==> src/rtl/psum_accumulator.sv <==
// psum_accumulator
// Sums NUM_PSUM consecutive unsigned partial sums from a PE column into one
// group total, registers it on accum_out with a one-cycle out_valid pulse,
// then restarts from zero on the very next edge (no bubble between groups).
//
// Build option:
//   PSUM_ACC_SAT_EN  - when defined, a group total that does not fit in
//                      DATA_W bits clamps to all ones instead of wrapping.
module psum_accumulator #(
    parameter int DATA_W   = 16,
    parameter int NUM_PSUM = 3,
    parameter int ACC_W    = DATA_W + $clog2(NUM_PSUM) + 1
) (
    input  logic                        clk,
    input  logic                        rst,
    input  logic [DATA_W-1:0]           psum_in,
    output logic [DATA_W-1:0]           accum_out,
    output logic                        out_valid,
    output logic [$clog2(NUM_PSUM):0]   psum_cnt
);

    localparam int CNT_W = $clog2(NUM_PSUM) + 1;
    localparam logic [CNT_W-1:0] LAST_CNT = CNT_W'(NUM_PSUM - 1);

    // Reduce a full-width group total to the output width.
    function automatic logic [DATA_W-1:0] fold_total(input logic [ACC_W-1:0] s);
`ifdef PSUM_ACC_SAT_EN
        if (|s[ACC_W-1:DATA_W]) begin
            return {DATA_W{1'b1}};
        end
        return DATA_W'(s);
`else
        return DATA_W'(s);
`endif
    endfunction

    logic [ACC_W-1:0]  acc_q, acc_d;
    logic [CNT_W-1:0]  cnt_q, cnt_d;
    logic [DATA_W-1:0] accum_q, accum_d;
    logic              vld_q, vld_d;
    logic [ACC_W-1:0]  sum;

    // Next-state: keep absorbing psums until the last slot of the group,
    // which publishes the total and restarts the running sum at zero.
    always_comb begin
        sum     = acc_q + ACC_W'(psum_in);
        acc_d   = sum;
        cnt_d   = cnt_q + CNT_W'(1);
        accum_d = accum_q;
        vld_d   = 1'b0;
        if (cnt_q == LAST_CNT) begin
            acc_d   = '0;
            cnt_d   = '0;
            accum_d = fold_total(sum);
            vld_d   = 1'b1;
        end
    end

    // State registers; synchronous active-low reset drops any partial group.
    always_ff @(posedge clk) begin
        if (!rst) begin
            acc_q   <= '0;
            cnt_q   <= '0;
            accum_q <= '0;
            vld_q   <= 1'b0;
        end else begin
            acc_q   <= acc_d;
            cnt_q   <= cnt_d;
            accum_q <= accum_d;
            vld_q   <= vld_d;
        end
    end

    assign accum_out = accum_q;
    assign out_valid = vld_q;
    assign psum_cnt  = cnt_q;

endmodule

==> config.mk <==
export PLATFORM = sky130hd
export DESIGN_NAME = psum_accumulator
export DESIGN_NICKNAME = d
export VERILOG_FILES = /design/src/rtl/psum_accumulator.sv
export SDC_FILE = /design/constraint.sdc
export NUM_CORES = 1
export LEC_CHECK = 0
export CAP_MARGIN = 20
export CORE_UTILIZATION = 40
export CTS_CLUSTER_SIZE = 24
export DETAILED_ROUTE_END_ITERATION = 7
export GPL_TIMING_DRIVEN = 0
export HOLD_SLACK_MARGIN = 0.03
export PLACE_DENSITY = 0.64
export SLEW_MARGIN = 15
export SYNTH_ARGS = -nofsm -noshare
export SYNTH_HDL_FRONTEND = slang
export SYNTH_SLANG_ARGS = --single-unit
==> constraint.sdc <==
create_clock -name clk -period 2.1 [get_ports clk]
set_clock_uncertainty 0.05 [all_clocks]
set_input_delay 0.21 -clock clk [delete_from_list [all_inputs] [get_ports clk]]
set_output_delay 0.21 -clock clk [all_outputs]
set_load 0.1 [all_outputs]
Fig. 1: cells by drive strength
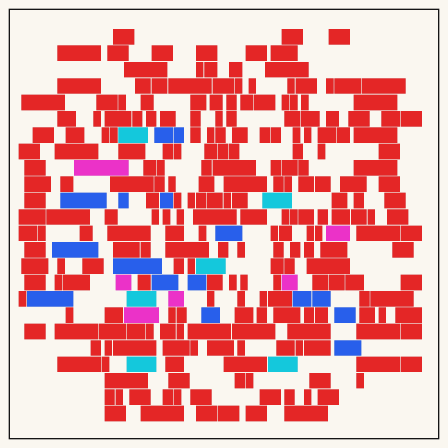
x2: marked blue, cells 16, share 5.9%. x6 and larger: marked cyan, cells 6, share 2.2%. x1 and smaller: marked red, cells 241, share 90%. x3 and x4: marked magenta, cells 6, share 2.2%.
P&R area growth vs syn: 31.2%
fin area: 2510 um2
PnR worst setup slack: 0.0280 ns
Signal buffers: 48

Fig. 2: routed metal per tile
The bar under the picture is 20 um long. The die is cut into 14 by 14 equal tiles; dark purple is low, yellow is high, scaled to the fullest tile. Values are wire area over tile area, all layers added.
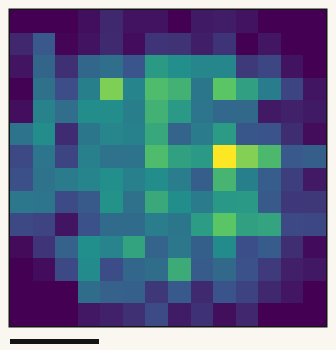
14% of the tiles are over half the peak. The fullest tile reaches 0.47. The densest ninth of the die: center. 12% of the tiles are nearly empty.
final wirelength: 4180 um
DR vias: 1695
Tot GR Track Use: 18.0%

Fig. 3: congestion heat map
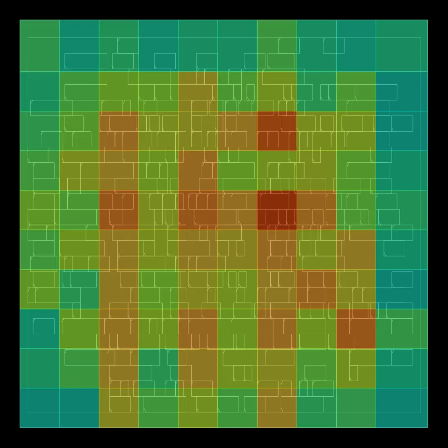
drt wl/cell: 13.0 um
met3 Use GR: 4.13%
Global Route met1 Usage: 24.6%

Fig. 4: placed cells, one color a class
The bar under the picture is 20 um long.
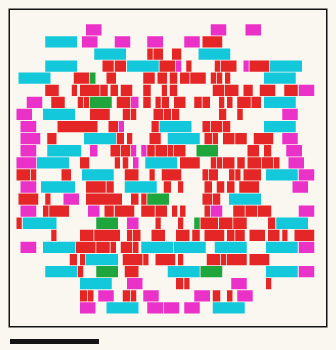
clock drivers and dummy loads: marked green, cells 8, share of their area 3.7%. remaining logic cells: marked red, cells 177, share of their area 49%. sequential cells: marked cyan, cells 36, share of their area 30%. remaining buffers and delay cells: marked magenta, cells 48, share of their area 18%.
cell row count: 24
Seq area share: 28.9%
Core Area: 4470 um2
final core occ: 56.0%

==> qor.txt <==
Run status - finished clean
Clk pwr share - 14.4%
Global Route met2 Usage - 27.0%
Clk tree area frac - 3.59%
Tool warnings - 28
Mux area share - 2.10%
Chip area - 5060 um2
Hold_buf cts - 0
Multi-input gates - 170
Crit Path Category - reg2reg
Power Dens Cells - 1430 nW/um2
Synthesis Warnings - 0
Num CTS Buffers - 5
Worst path arrival time - 2.23 ns
Peak supply drop - 520 uV
Inverter count - 7
Dominant flop cell - dfxtp_1
Port Buffer Count - 37
Comb pwr share - 58.5%
Most numerous logic cells after layout - clkdlybuf4s50_1, dfxtp_1, nand2_1
Tmin final - 2.07 ns
Global route hottest layer - met2
CTS tree - built
Initial DRC Count - 101
Final Non-Filler Cells - 321
Biggest area cells - dfxtp_1, ha_1, nand2_1
Top power group - combinational cells
Post-cts gate resize count - 3
DR WL met3 - 176 um
Seq pwr share - 27.1%
Yosys top cell area share - 37.7%
Clk_lat worst skew - 0.29 ns
Crit path launch - acc_q[0]
Period Utilization, post-route - 98.7%
Synthesized-area fraction occupied by xor and xnor cells - 3.67%
Seq cells - 36
Synth async-reset ratio - 0%
Sw Ratio - 47.9%
Detail Route Antenna Nets - 0
FF-to-FF End - accum_out[8]
Final setup vio count - 0
Comb group - 2100 uW
Fill cells - 429
Critical-path cell list - ha_4 -> fa_2 -> a21oi_4 -> o21ai_2 -> a2111o_1 -> and3_4 -> o31ai_2
Logic family by area - simple AND/OR/NAND/NOR gates
Number of synthesized flops with an enable pin - 0
Worst Hold Launch - psum_in[0]
First-pass GRT wire length - 6910 um
Worst Hold Path EP - acc_q[0]
CLK BUF - 8
Worst path max stage delay - 0.46 ns
Setup Buffers After CTS - 2
Die height - 71.1 um
Worst path top cell family by delay - AND-OR/OR-AND gates
Final GP Congestion - 0.811
NonClk Buf Share - 17.2%
DR DRC count - 0
Post-synth seq share - 37.7%
CP bufs+invs - 0
P_seq - 974 uW
Post-Syn Nets - 257
Max Fclk - 483 MHz
Vias per std cell - 5.28
CP max stage cell - a2111o_1
Worst-Margin Slew - 0.968 ns
Metal-1 WL - 2110 um
Cell depth of the worst setup path - 7
Worst hold path class - in2reg
Yosys cell count - 221
Storage element area - 724 um2
Cell count of the worst reg-to-reg path - 7
Net Switching - 1720 uW
Pre-antenna DRT Iters - 6
Top class by area - logic gates
Post-synthesis adder-cell area fraction - 12.2%
Layout Nets - 304
Yosys stat area - 1910 um2
Max-slew violations - 0
Cell Type Count - 41
Internal power - 1870 uW
Hold Vio Cnt, Final - 0
Tot Pwr - 3590 uW
Top-count cell post-synth - dfxtp_1
CTS root buf - clkbuf_8
Remaining global-route overflow - 0
Sink Count - 36
Die width - 71.1 um
Placed instance count - 310
Ao+oa area frac - 20.2%
Slew headroom - 35.3%
Clock Power - 518 uW
WL met2 - 1820 um
Syn Inst Count - 221
Worst-path clk slew - 0.07 ns
Critical path fanouts, max - 3
Hold path depth - 3
CTS max path bufs - 2
Worst Setup EP - accum_out[8]
Post-DP HPWL - 3120 um
H-tree depth - 2
RR Startpoint - acc_q[0]
Ys flops - 36
TAP cells - 52
Area leader, netlist - dfxtp_1
Top Metal Used - met4
Synthesized area - 1910 um2
Vias in the first global route - 1528
Basic Gates by Area - 21.0%
Leakage - 0.00104 uW
Most used logic cell in the final layout - clkdlybuf4s50_1
Logic share of the area - 46.7%
I/O pin count - 38
Worst EP required - 2.26 ns
Max_cap viols - 0
Post-route setup TNS - 0 ns
Largest net degree at the start of global routing - 11
CP Capture Type - flip-flop
RSZ-0062 raised after global routing - true
Placed instance area - 2350 um2
Antenna cells - 0
Combinational Area - 1170 um2
Initial antenna violation count - 0
Power figures rest on the tool's default switching activity, not on a simulated workload.
